Figure 1. Met3 routing.
Scale: 3 px per µm.
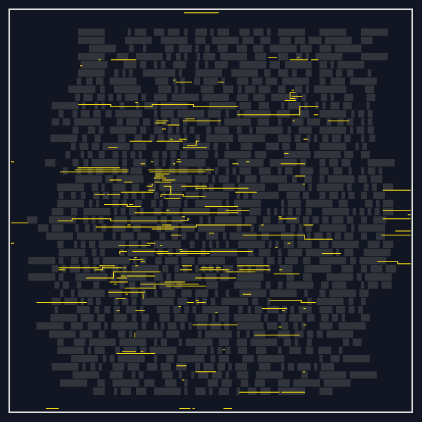
Figure 2. Cell sizes after repair.
Scale: 2 px per µm.
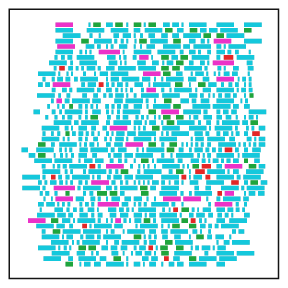
$ cat src/rtl/conv_seq_ctrl.sv
// conv_seq_ctrl: opcode-driven sequencer for the feature convolution pipeline.
// It fetches opcodes from the command FIFO and meters kernel and feature words
// into the datapath against word-count registers. It counts result words and
// raises read-stream EOF once a run has drained.
module conv_seq_ctrl #(
  parameter int CNT_W = 24
) (
  input  logic        bus_clk,
  input  logic        bus_rst,
  input  logic        cfg_wren,
  input  logic [4:0]  cfg_addr,
  input  logic [31:0] cfg_data,
  input  logic        cmd_empty,
  output logic        cmd_rden,
  input  logic [7:0]  cmd_data,
  input  logic        kern_empty,
  output logic        kern_rden,
  input  logic        feat_empty,
  output logic        feat_rden,
  input  logic        dp_ready,
  output logic        dp_kern_we,
  output logic        dp_feat_we,
  output logic        dp_clear,
  input  logic        res_wr,
  input  logic        rd_empty,
  input  logic        rd_open,
  output logic        rd_eof,
  output logic        busy,
  output logic        err
);

  typedef enum logic [2:0] {
    S_IDLE, S_FETCH, S_DECODE, S_LOAD_K, S_RUN, S_DRAIN, S_DONE
  } state_t;

  localparam logic [7:0] OP_NOP     = 8'h00;
  localparam logic [7:0] OP_LOAD_K  = 8'h01;
  localparam logic [7:0] OP_RUN     = 8'h02;
  localparam logic [7:0] OP_CLR_ERR = 8'h03;

  localparam logic [4:0] A_KERN = 5'd0;
  localparam logic [4:0] A_FEAT = 5'd1;
  localparam logic [4:0] A_RES  = 5'd2;

  localparam logic [CNT_W-1:0] CNT_MAX = '1;

  state_t           state, state_nxt;
  logic [7:0]       opcode;
  logic [CNT_W-1:0] kern_words, feat_words, res_words;
  logic [CNT_W-1:0] issued;
  logic [CNT_W-1:0] res_cnt, res_cnt_inc;
  logic             cfg_ok;
  logic             bad_op, clr_err, clr_res, drain_over;

  // Config data wider than the counters is simply truncated.
  generate
    if (CNT_W < 32) begin : g_cfg_trunc
      logic unused_cfg_hi;
      assign unused_cfg_hi = ^cfg_data[31:CNT_W];
    end
  endgenerate

  assign busy   = (state != S_IDLE);
  assign rd_eof = (state == S_DONE);
  // Writes land only while idle; the IDLE->FETCH cycle still counts as idle.
  assign cfg_ok = cfg_wren && !busy;

  // Result count as it will be after this cycle's res_wr; DRAIN exit uses it.
  assign res_cnt_inc = (res_wr && (res_cnt != CNT_MAX)) ? res_cnt + 1'b1 : res_cnt;

  // State register.
  always_ff @(posedge bus_clk or posedge bus_rst) begin
    if (bus_rst) state <= S_IDLE;
    else         state <= state_nxt;
  end

  // Next state, FIFO read strobes and one-cycle decode side effects.
  always_comb begin
    state_nxt  = state;
    cmd_rden   = 1'b0;
    kern_rden  = 1'b0;
    feat_rden  = 1'b0;
    dp_clear   = 1'b0;
    bad_op     = 1'b0;
    clr_err    = 1'b0;
    clr_res    = 1'b0;
    drain_over = 1'b0;
    case (state)
      S_IDLE: begin
        // No command is popped while reset is held, so all outputs stay low.
        if (!cmd_empty && !bus_rst) begin
          cmd_rden  = 1'b1;
          state_nxt = S_FETCH;
        end
      end
      S_FETCH: state_nxt = S_DECODE;
      S_DECODE: begin
        state_nxt = S_IDLE;
        case (opcode)
          OP_LOAD_K: begin
            state_nxt = S_LOAD_K;
            dp_clear  = 1'b1;
          end
          OP_RUN: begin
            state_nxt = S_RUN;
            dp_clear  = 1'b1;
            clr_res   = 1'b1;
          end
          OP_CLR_ERR: clr_err = 1'b1;
          OP_NOP:     ;
          default:    bad_op = 1'b1;
        endcase
      end
      S_LOAD_K: begin
        kern_rden = !kern_empty && dp_ready && (issued < kern_words);
        // The last read's strobe goes out the cycle issued reaches the count.
        if (issued == kern_words) state_nxt = S_IDLE;
      end
      S_RUN: begin
        feat_rden = !feat_empty && dp_ready && (issued < feat_words);
        if (issued == feat_words) state_nxt = S_DRAIN;
      end
      S_DRAIN: begin
        if (res_cnt_inc > res_words) begin
          drain_over = 1'b1;
          state_nxt  = S_DONE;
        end else if ((res_cnt_inc == res_words) && rd_empty) begin
          state_nxt = S_DONE;
        end
      end
      S_DONE: begin
        if (!rd_open) state_nxt = S_IDLE;
      end
      default: state_nxt = S_IDLE;
    endcase
  end

  // Opcode is captured in FETCH, the cycle the FIFO presents it.
  always_ff @(posedge bus_clk or posedge bus_rst) begin
    if (bus_rst)               opcode <= '0;
    else if (state == S_FETCH) opcode <= cmd_data;
  end

  // Word-count registers; writes while busy are dropped.
  always_ff @(posedge bus_clk or posedge bus_rst) begin
    if (bus_rst) begin
      kern_words <= '0;
      feat_words <= '0;
      res_words  <= '0;
    end else if (cfg_ok) begin
      case (cfg_addr)
        A_KERN:  kern_words <= cfg_data[CNT_W-1:0];
        A_FEAT:  feat_words <= cfg_data[CNT_W-1:0];
        A_RES:   res_words  <= cfg_data[CNT_W-1:0];
        default: ;
      endcase
    end
  end

  // Issue counter: shared by LOAD_K and RUN, restarted on every decode.
  always_ff @(posedge bus_clk or posedge bus_rst) begin
    if (bus_rst)                    issued <= '0;
    else if (state == S_DECODE)     issued <= '0;
    else if (kern_rden || feat_rden) issued <= issued + 1'b1;
  end

  // Result counter: counts in any state, saturates, restarts on RUN decode.
  always_ff @(posedge bus_clk or posedge bus_rst) begin
    if (bus_rst)      res_cnt <= '0;
    else if (clr_res) res_cnt <= '0;
    else              res_cnt <= res_cnt_inc;
  end

  // Datapath strobes trail the FIFO read by exactly one cycle.
  always_ff @(posedge bus_clk or posedge bus_rst) begin
    if (bus_rst) begin
      dp_kern_we <= 1'b0;
      dp_feat_we <= 1'b0;
    end else begin
      dp_kern_we <= kern_rden;
      dp_feat_we <= feat_rden;
    end
  end

  // Sticky error: set wins over a CLEAR_ERR decoded in the same cycle.
  always_ff @(posedge bus_clk or posedge bus_rst) begin
    if (bus_rst)                                         err <= 1'b0;
    else if ((cfg_wren && busy) || bad_op || drain_over) err <= 1'b1;
    else if (clr_err)                                    err <= 1'b0;
  end

  a_rden_excl: assert property (@(posedge bus_clk) disable iff (bus_rst)
    !(kern_rden && feat_rden));
  a_cmd_idle: assert property (@(posedge bus_clk) disable iff (bus_rst)
    cmd_rden |-> (state == S_IDLE));

endmodule

$ cat config.mk
export PLATFORM = sky130hd
export DESIGN_NAME = conv_seq_ctrl
export DESIGN_NICKNAME = d
export VERILOG_FILES = /design/src/rtl/conv_seq_ctrl.sv
export SDC_FILE = /design/constraint.sdc
export NUM_CORES = 1
export LEC_CHECK = 0
export CELL_PAD_IN_SITES_DETAIL_PLACEMENT = 1
export CELL_PAD_IN_SITES_GLOBAL_PLACEMENT = 1
export CORE_MARGIN = 5
export CORE_UTILIZATION = 50
export DETAILED_ROUTE_END_ITERATION = 8
export HOLD_SLACK_MARGIN = 0.15
export PLACE_DENSITY = 0.93
export REMOVE_ABC_BUFFERS = 1
export SYNTH_ARGS = -nofsm -noshare
export SYNTH_HDL_FRONTEND = slang
export SYNTH_SLANG_ARGS = --single-unit
$ cat constraint.sdc
create_clock -name bus_clk -period 9.42 [get_ports bus_clk]
set_clock_uncertainty 0.1 [all_clocks]
set_input_delay 1.413 -clock bus_clk [delete_from_list [all_inputs] [get_ports bus_clk]]
set_output_delay 1.413 -clock bus_clk [all_outputs]
set_load 0.005 [all_outputs]
==> impl_metrics.toml <==
# flow metrics
[floorplan]
fp.dieW_um = 134
fp_util_pct = 50.6
die_h_um = 134
ios = 64

[sta]
finalClockPeriodUsage_pct = 62.1
hold_violations = 0
min_period_ps = 5850

[clocking]
post_cts_resized = 0
cts.htree.levels = 4
clock_tree.root_cell = "clkbuf_16"
cts_buffers = 17
cts_num_sinks = 134

[finish]
ff_latch_area_mm2 = 0.00335
clockBufferCount = 22
non_clock_inverter_count = 79
buffer_area_share_pct = 6.65
sh_seq_area_pct = 37.0
n_antenna_cell = 0
clk_share_pct = 7.09
mostFrequentLayoutCells = "dfrtp_1, inv_1, ha_1"
logic_area_mm2 = 0.00393
flop-count = 134

[setup_path]
worstPathArrival_ps = 4340
required_ps = 7910
r2r_slack_ps = 4500
crit_start = "dp_ready"
crit_path_end = "kern_rden"

[run_status]
status = "completed"

[logic_synthesis]
edf_count = 0
yosysWarnings = 0
mux_share_pct = 8.78
yosysTopAreaCellShare_pct = 43.7
ys_seq_share_pct = 43.7
aoi_share_pct = 9.93
yosysMostFrequentCell = "dfrtp_1"
syn_avg_cell_area_um2 = 9.91
ff_type = "dfrtp_1"
top_logic_kind = "simple AND/OR/NAND/NOR gates"

[pwr]
combPwrFrac_pct = 31.0
p_sw_share_pct = 35.4
pwr-share-clk_pct = 32.6
p_switching_uw = 808

[global_route]
grt_overflow = 0

[detailed_routing]
via_per_inst = 6.32

[min_path]
hp-class = "reg2reg"

[job]
drv_cap = 0
About Figure 1:
share of all routed wire: 4.4%
longest straight run: 34.3 µm
nets with wire on the layer: 98
wirelength, routed: 26300 µm
vias: 6520

About Figure 2:
[cyan] drive 1 or less | cells: 732 | most used: dfrtp_1
[green] drive 2 | cells: 67 | most used: mux2_2
[red] drive 3 to 4 | cells: 18 | most used: buf_4
[magenta] drive 6 and up | cells: 26 | most used: clkbuf_16
final setup margin: 3570 ps
Layout area overhead: 18.2%

-- registers in the layout, indices dropped and copies added (netlist names) --
register / cells
opcode: 8
state: 3
feat_words: 24
kern_words: 24
dp_kern_we: 1
res_words: 24
err: 1
res_cnt: 24
issued: 24
dp_feat_we: 1
-- metal layers --
| metal | global-route usage, % | vias up | share of wire (%) |
|---|---|---|---|
| met2 | 53.6 | 253 | 51 |
| met3 | 5.66 | 109 | 4.4 |
| met1 | 34.4 | 3311 | 39 |
| li1 | - | 2847 | - |
| met5 | 0 | - | 0 |
| met4 | 16.3 | 0 | 5.1 |
-- worst max-delay path, cell delays in order --
cell and delay [ps]:
clkdlybuf4s50_1 510, or3b_1 400, a2111oi_0 460, o21ai_0 190
nor3b_1 600, and2_1 250, clkdlybuf4s50_1 510
Power and IR drop assume default switching activity.
